$ cat config.mk
export PLATFORM = sky130hd
export DESIGN_NAME = gate_sensor_interface_flat
export DESIGN_NICKNAME = d
export VERILOG_FILES = /design/src/rtl/gate_sensor_interface_if.sv /design/src/rtl/gate_sensor_interface.sv /design/src/flat_wrapper.sv
export SDC_FILE = /design/constraint.sdc
export NUM_CORES = 1
export LEC_CHECK = 0
export CORE_MARGIN = 5
export CORE_UTILIZATION = 40
export CTS_BUF_LIST = sky130_fd_sc_hd__clkbuf_4 sky130_fd_sc_hd__clkbuf_8 sky130_fd_sc_hd__clkbuf_16
export CTS_CLUSTER_SIZE = 28
export DETAILED_ROUTE_END_ITERATION = 8
export PLACE_DENSITY_LB_ADDON = 0.2
export SLEW_MARGIN = 20
export SYNTH_ARGS = -nofsm -noshare
export SYNTH_HDL_FRONTEND = slang
export SYNTH_SLANG_ARGS = --single-unit
export TNS_END_PERCENT = 10
$ cat constraint.sdc
create_clock -name clk -period 1.7 [get_ports clk]
set_input_delay 0.34 -clock clk [delete_from_list [all_inputs] [get_ports clk]]
set_output_delay 0.34 -clock clk [all_outputs]
set_load 0.1 [all_outputs]
$ cat src/rtl/gate_sensor_interface_if.sv
// Sensor/output bundle for the parking gate front end.
// master drives the beams and the full flag, slave reports events.
interface gate_sensor_interface_if;
  logic entry_sensor_a;
  logic entry_sensor_b;
  logic exit_sensor_a;
  logic exit_sensor_b;
  logic parking_full;
  logic entry_passed;
  logic exit_passed;
  logic entry_gate_open;
  logic exit_gate_open;
  logic entry_denied;
  logic sensor_fault;

  modport master (
    output entry_sensor_a,
    output entry_sensor_b,
    output exit_sensor_a,
    output exit_sensor_b,
    output parking_full,
    input  entry_passed,
    input  exit_passed,
    input  entry_gate_open,
    input  exit_gate_open,
    input  entry_denied,
    input  sensor_fault
  );

  modport slave (
    input  entry_sensor_a,
    input  entry_sensor_b,
    input  exit_sensor_a,
    input  exit_sensor_b,
    input  parking_full,
    output entry_passed,
    output exit_passed,
    output entry_gate_open,
    output exit_gate_open,
    output entry_denied,
    output sensor_fault
  );
endinterface

$ cat src/rtl/gate_sensor_interface.sv
// Beam sensor conditioning and per-lane crossing FSMs.
// Optional lane watchdog enabled by SENSOR_TIMEOUT_EN.
module gate_sensor_interface #(
  parameter int DEBOUNCE_CYCLES = 16,
  parameter int TIMEOUT_CYCLES  = 50000
) (
  input logic clk,
  input logic reset,
  gate_sensor_interface_if.slave bus
);

  typedef enum logic [2:0] {
    IDLE, ARRIVE, CROSS, LEAVE, REVERSE, DENIED
  } lane_t;

  localparam logic [7:0] DB_LAST =
    8'(DEBOUNCE_CYCLES - 1);

  logic [3:0] raw;
  logic [3:0] sync1;
  logic [3:0] sync2;
  logic [3:0] filt;
  logic [7:0] cnt [4];

  assign raw = {bus.exit_sensor_b, bus.exit_sensor_a,
                bus.entry_sensor_b, bus.entry_sensor_a};

  always_ff @(posedge clk) begin
    if (reset) begin
      sync1 <= '0;
      sync2 <= '0;
      filt  <= '0;
      for (int i = 0; i < 4; i++) cnt[i] <= '0;
    end else begin
      sync1 <= raw;
      sync2 <= sync1;
      for (int i = 0; i < 4; i++) begin
        if (sync2[i] == filt[i]) begin
          cnt[i] <= '0;
        end else if (cnt[i] == DB_LAST) begin
          filt[i] <= sync2[i];
          cnt[i]  <= '0;
        end else begin
          cnt[i] <= cnt[i] + 8'd1;
        end
      end
    end
  end

  function automatic lane_t lane_next(
    lane_t s, logic a, logic b, logic deny
  );
    lane_t n;
    n = s;
    case (s)
      IDLE:
        if (a && !b) n = deny ? DENIED : ARRIVE;
        else if (!a && b) n = REVERSE;
      ARRIVE:
        if (a && b) n = CROSS;
        else if (!a && !b) n = IDLE;
        else if (!a && b) n = REVERSE;
      CROSS:
        if (!a && b) n = LEAVE;
        else if (a && !b) n = ARRIVE;
        else if (!a && !b) n = IDLE;
      LEAVE:
        if (!a && !b) n = IDLE;
        else if (a && b) n = CROSS;
        else if (a && !b) n = ARRIVE;
      REVERSE, DENIED:
        if (!a && !b) n = IDLE;
      default: n = IDLE;
    endcase
    return n;
  endfunction

  function automatic logic is_open(lane_t s);
    return (s == ARRIVE) || (s == CROSS) ||
           (s == LEAVE);
  endfunction

  lane_t en_state, en_raw_next, en_next;
  lane_t ex_state, ex_raw_next, ex_next;

  always_comb begin
    en_raw_next = lane_next(en_state, filt[0], filt[1],
                            bus.parking_full);
    ex_raw_next = lane_next(ex_state, filt[2], filt[3],
                            1'b0);
  end

`ifdef SENSOR_TIMEOUT_EN
  localparam logic [15:0] TO_LAST =
    16'(TIMEOUT_CYCLES - 1);

  logic [15:0] en_wd;
  logic [15:0] ex_wd;
  logic        en_to;
  logic        ex_to;
  logic        fault_q;

  always_comb begin
    en_to = (en_state != IDLE) &&
            (en_raw_next == en_state) &&
            (en_wd == TO_LAST);
    ex_to = (ex_state != IDLE) &&
            (ex_raw_next == ex_state) &&
            (ex_wd == TO_LAST);
    en_next = en_to ? IDLE : en_raw_next;
    ex_next = ex_to ? IDLE : ex_raw_next;
  end

  always_ff @(posedge clk) begin
    if (reset) begin
      en_wd   <= '0;
      ex_wd   <= '0;
      fault_q <= 1'b0;
    end else begin
      en_wd <= (en_state == IDLE || en_next != en_state)
               ? 16'd0 : en_wd + 16'd1;
      ex_wd <= (ex_state == IDLE || ex_next != ex_state)
               ? 16'd0 : ex_wd + 16'd1;
      fault_q <= fault_q | en_to | ex_to;
    end
  end

  assign bus.sensor_fault = fault_q;
`else
  always_comb begin
    en_next = en_raw_next;
    ex_next = ex_raw_next;
  end

  assign bus.sensor_fault = 1'b0;
`endif

  logic en_pass_q, ex_pass_q;
  logic en_open_q, ex_open_q;
  logic en_deny_q;

  // Outputs are registered from next state so they align with state.
  always_ff @(posedge clk) begin
    if (reset) begin
      en_state  <= IDLE;
      ex_state  <= IDLE;
      en_pass_q <= 1'b0;
      ex_pass_q <= 1'b0;
      en_open_q <= 1'b0;
      ex_open_q <= 1'b0;
      en_deny_q <= 1'b0;
    end else begin
      en_state  <= en_next;
      ex_state  <= ex_next;
      en_pass_q <= (en_state == LEAVE) &&
                   (en_raw_next == IDLE);
      ex_pass_q <= (ex_state == LEAVE) &&
                   (ex_raw_next == IDLE);
      en_open_q <= is_open(en_next);
      ex_open_q <= is_open(ex_next);
      en_deny_q <= (en_next == DENIED);
    end
  end

  assign bus.entry_passed    = en_pass_q;
  assign bus.exit_passed     = ex_pass_q;
  assign bus.entry_gate_open = en_open_q;
  assign bus.exit_gate_open  = ex_open_q;
  assign bus.entry_denied    = en_deny_q;

endmodule
$ cat src/flat_wrapper.sv
// flat-port wrapper written by rule: the top's interface ports become plain ports
module gate_sensor_interface_flat 
#(
  parameter int DEBOUNCE_CYCLES = 16,
  parameter int TIMEOUT_CYCLES  = 50000
)
  (clk, reset, bus_entry_sensor_a, bus_entry_sensor_b, bus_exit_sensor_a, bus_exit_sensor_b, bus_parking_full, bus_entry_passed, bus_exit_passed, bus_entry_gate_open, bus_exit_gate_open, bus_entry_denied, bus_sensor_fault);
  gate_sensor_interface_if bus_i ();
  input logic clk;
  input logic reset;
  input wire logic [$bits(bus_i.entry_sensor_a)-1:0] bus_entry_sensor_a;
  input wire logic [$bits(bus_i.entry_sensor_b)-1:0] bus_entry_sensor_b;
  input wire logic [$bits(bus_i.exit_sensor_a)-1:0] bus_exit_sensor_a;
  input wire logic [$bits(bus_i.exit_sensor_b)-1:0] bus_exit_sensor_b;
  input wire logic [$bits(bus_i.parking_full)-1:0] bus_parking_full;
  output wire logic [$bits(bus_i.entry_passed)-1:0] bus_entry_passed;
  output wire logic [$bits(bus_i.exit_passed)-1:0] bus_exit_passed;
  output wire logic [$bits(bus_i.entry_gate_open)-1:0] bus_entry_gate_open;
  output wire logic [$bits(bus_i.exit_gate_open)-1:0] bus_exit_gate_open;
  output wire logic [$bits(bus_i.entry_denied)-1:0] bus_entry_denied;
  output wire logic [$bits(bus_i.sensor_fault)-1:0] bus_sensor_fault;
  assign bus_i.entry_sensor_a = bus_entry_sensor_a;
  assign bus_i.entry_sensor_b = bus_entry_sensor_b;
  assign bus_i.exit_sensor_a = bus_exit_sensor_a;
  assign bus_i.exit_sensor_b = bus_exit_sensor_b;
  assign bus_i.parking_full = bus_parking_full;
  assign bus_entry_passed = bus_i.entry_passed;
  assign bus_exit_passed = bus_i.exit_passed;
  assign bus_entry_gate_open = bus_i.entry_gate_open;
  assign bus_exit_gate_open = bus_i.exit_gate_open;
  assign bus_entry_denied = bus_i.entry_denied;
  assign bus_sensor_fault = bus_i.sensor_fault;
  gate_sensor_interface #(.DEBOUNCE_CYCLES(DEBOUNCE_CYCLES), .TIMEOUT_CYCLES(TIMEOUT_CYCLES)) u_core (.clk(clk), .reset(reset), .bus(bus_i));
endmodule
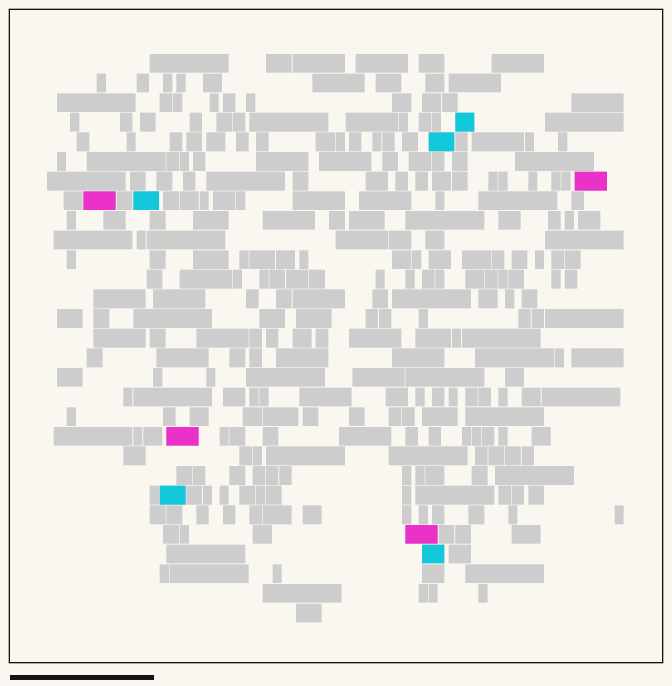
*Selected gate families*
Scale bar: 20 um.
Key: cyan = AND-OR and OR-AND gates [cells 5, most used a221o_1]; magenta = adder and majority cells [cells 4, most used ha_1]

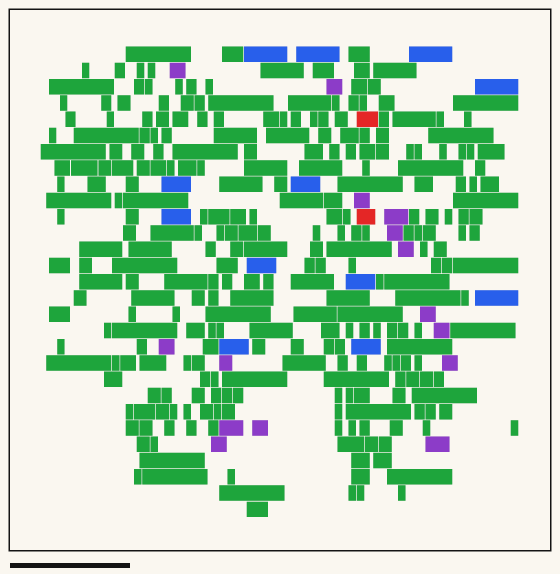
*Cells by drive strength*
Scale bar: 20 um.
Key: blue = drive 6 and up [cells 12]; red = drive 2 [cells 2]; green = drive 1 or less [cells 277]; purple = drive 3 to 4 [cells 15]
bufs w/o clock: 22
design area: 3100 sq um
Final WS setup: 0.00950 ns
synth-to-layout area growth: 20.0%

==> reports/metrics.csv <==
stage,metric,value,unit
detailed_routing,maxUsedRoutingLayer,met4,
yosys,ys_ff,55,
cells_and_area,layout-drive-gt1-share,9.48,%
yosys,ys_top_logic_family,simple AND/OR/NAND/NOR gates,
power_and_ir_drop,p_clk_share,32.5,%
timing,setup_viol,0,
yosys,top_area_cell,edfxtp_1,
critical_path,worstPathArrival,1.74,ns
cells_and_area,dominant_cells,sequential cells,
floorplan,die_area,8160,sq um
critical_path,required,1.75,ns
critical_path,slowest_delay,0.57,ns
placed_design,place_ws,0.0111,ns
clock_tree,cts_tree,done,
yosys,top_cells_by_count,"edfxtp_1 (32), dfxtp_1 (23), a21oi_1 (21), o21ai_0 (21), nor2_1 (17)",
yosys,yosysCellCount,252,
detailed_routing,antenna_left,0,
clock_tree,cts_buffers,5,
placed_design,placed_cells_incl_taps,374,
outcome,outcome,finished clean,
global_routing,overflow,0,
power_and_ir_drop,p_sw,528,uW
clock_tree,clkTransAtPathRegs,0.10,ns
critical_path,path_cells,or4_4 -> o211ai_1 -> nor2_1,
yosys,compound_area_share,13.4,%
yosys,yosys_area,2580,sq um
global_routing,grt_pass1_vias,1832,
clock_tree,clk_path_buf_depth,2,
detailed_routing,post_drt_wl_per_cell,12.0,um
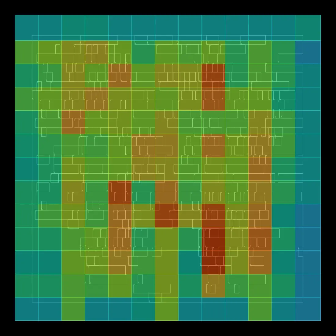
*Routing congestion map*
most crowded layer after global routing: met2
GR Util met3: 2.75%
met2 Track Usage GR: 19.9%
total global routing track utilization: 11.8%
met1 Use GR: 14.9%

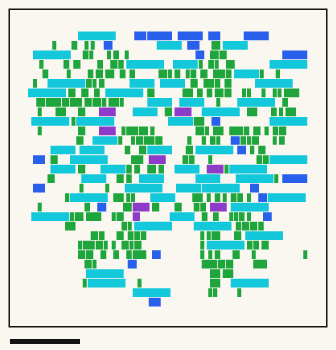
*Placement by cell class*
Scale bar: 20 um.
Key: blue = other buffers and delay cells [cells 22, share of their area 8.1%]; purple = clock drivers and dummy loads [cells 8, share of their area 3.4%]; cyan = flip-flops [cells 55, share of their area 47%]; green = all other logic [cells 221, share of their area 41%]

timing repair:
| action | 4_1_cts | 5_1_grt |
|---|---|---|
| setup endpoints to repair | 0 | 8 |
| hold buffers | 0 | 0 |
| resized | 0 | 1 |
| hold endpoints to repair | 0 | 0 |
| setup buffers | 0 | 1 |
path summary, 6_finish.rpt:
path,end,from,depth (start not counted),slack [ns]
max,u_core.cnt[0][0]$_SDFFCE_PN0P_,u_core.cnt[0][5]$_SDFFCE_PN0P_,3,0.009
min,u_core.sync2[0]$_SDFF_PP0_,u_core.sync1[0]$_SDFF_PP0_,1,0.44
min reg2reg,u_core.sync2[0]$_SDFF_PP0_,u_core.sync1[0]$_SDFF_PP0_,1,0.44
max reg2reg,u_core.cnt[0][0]$_SDFFCE_PN0P_,u_core.cnt[0][5]$_SDFFCE_PN0P_,3,0.009
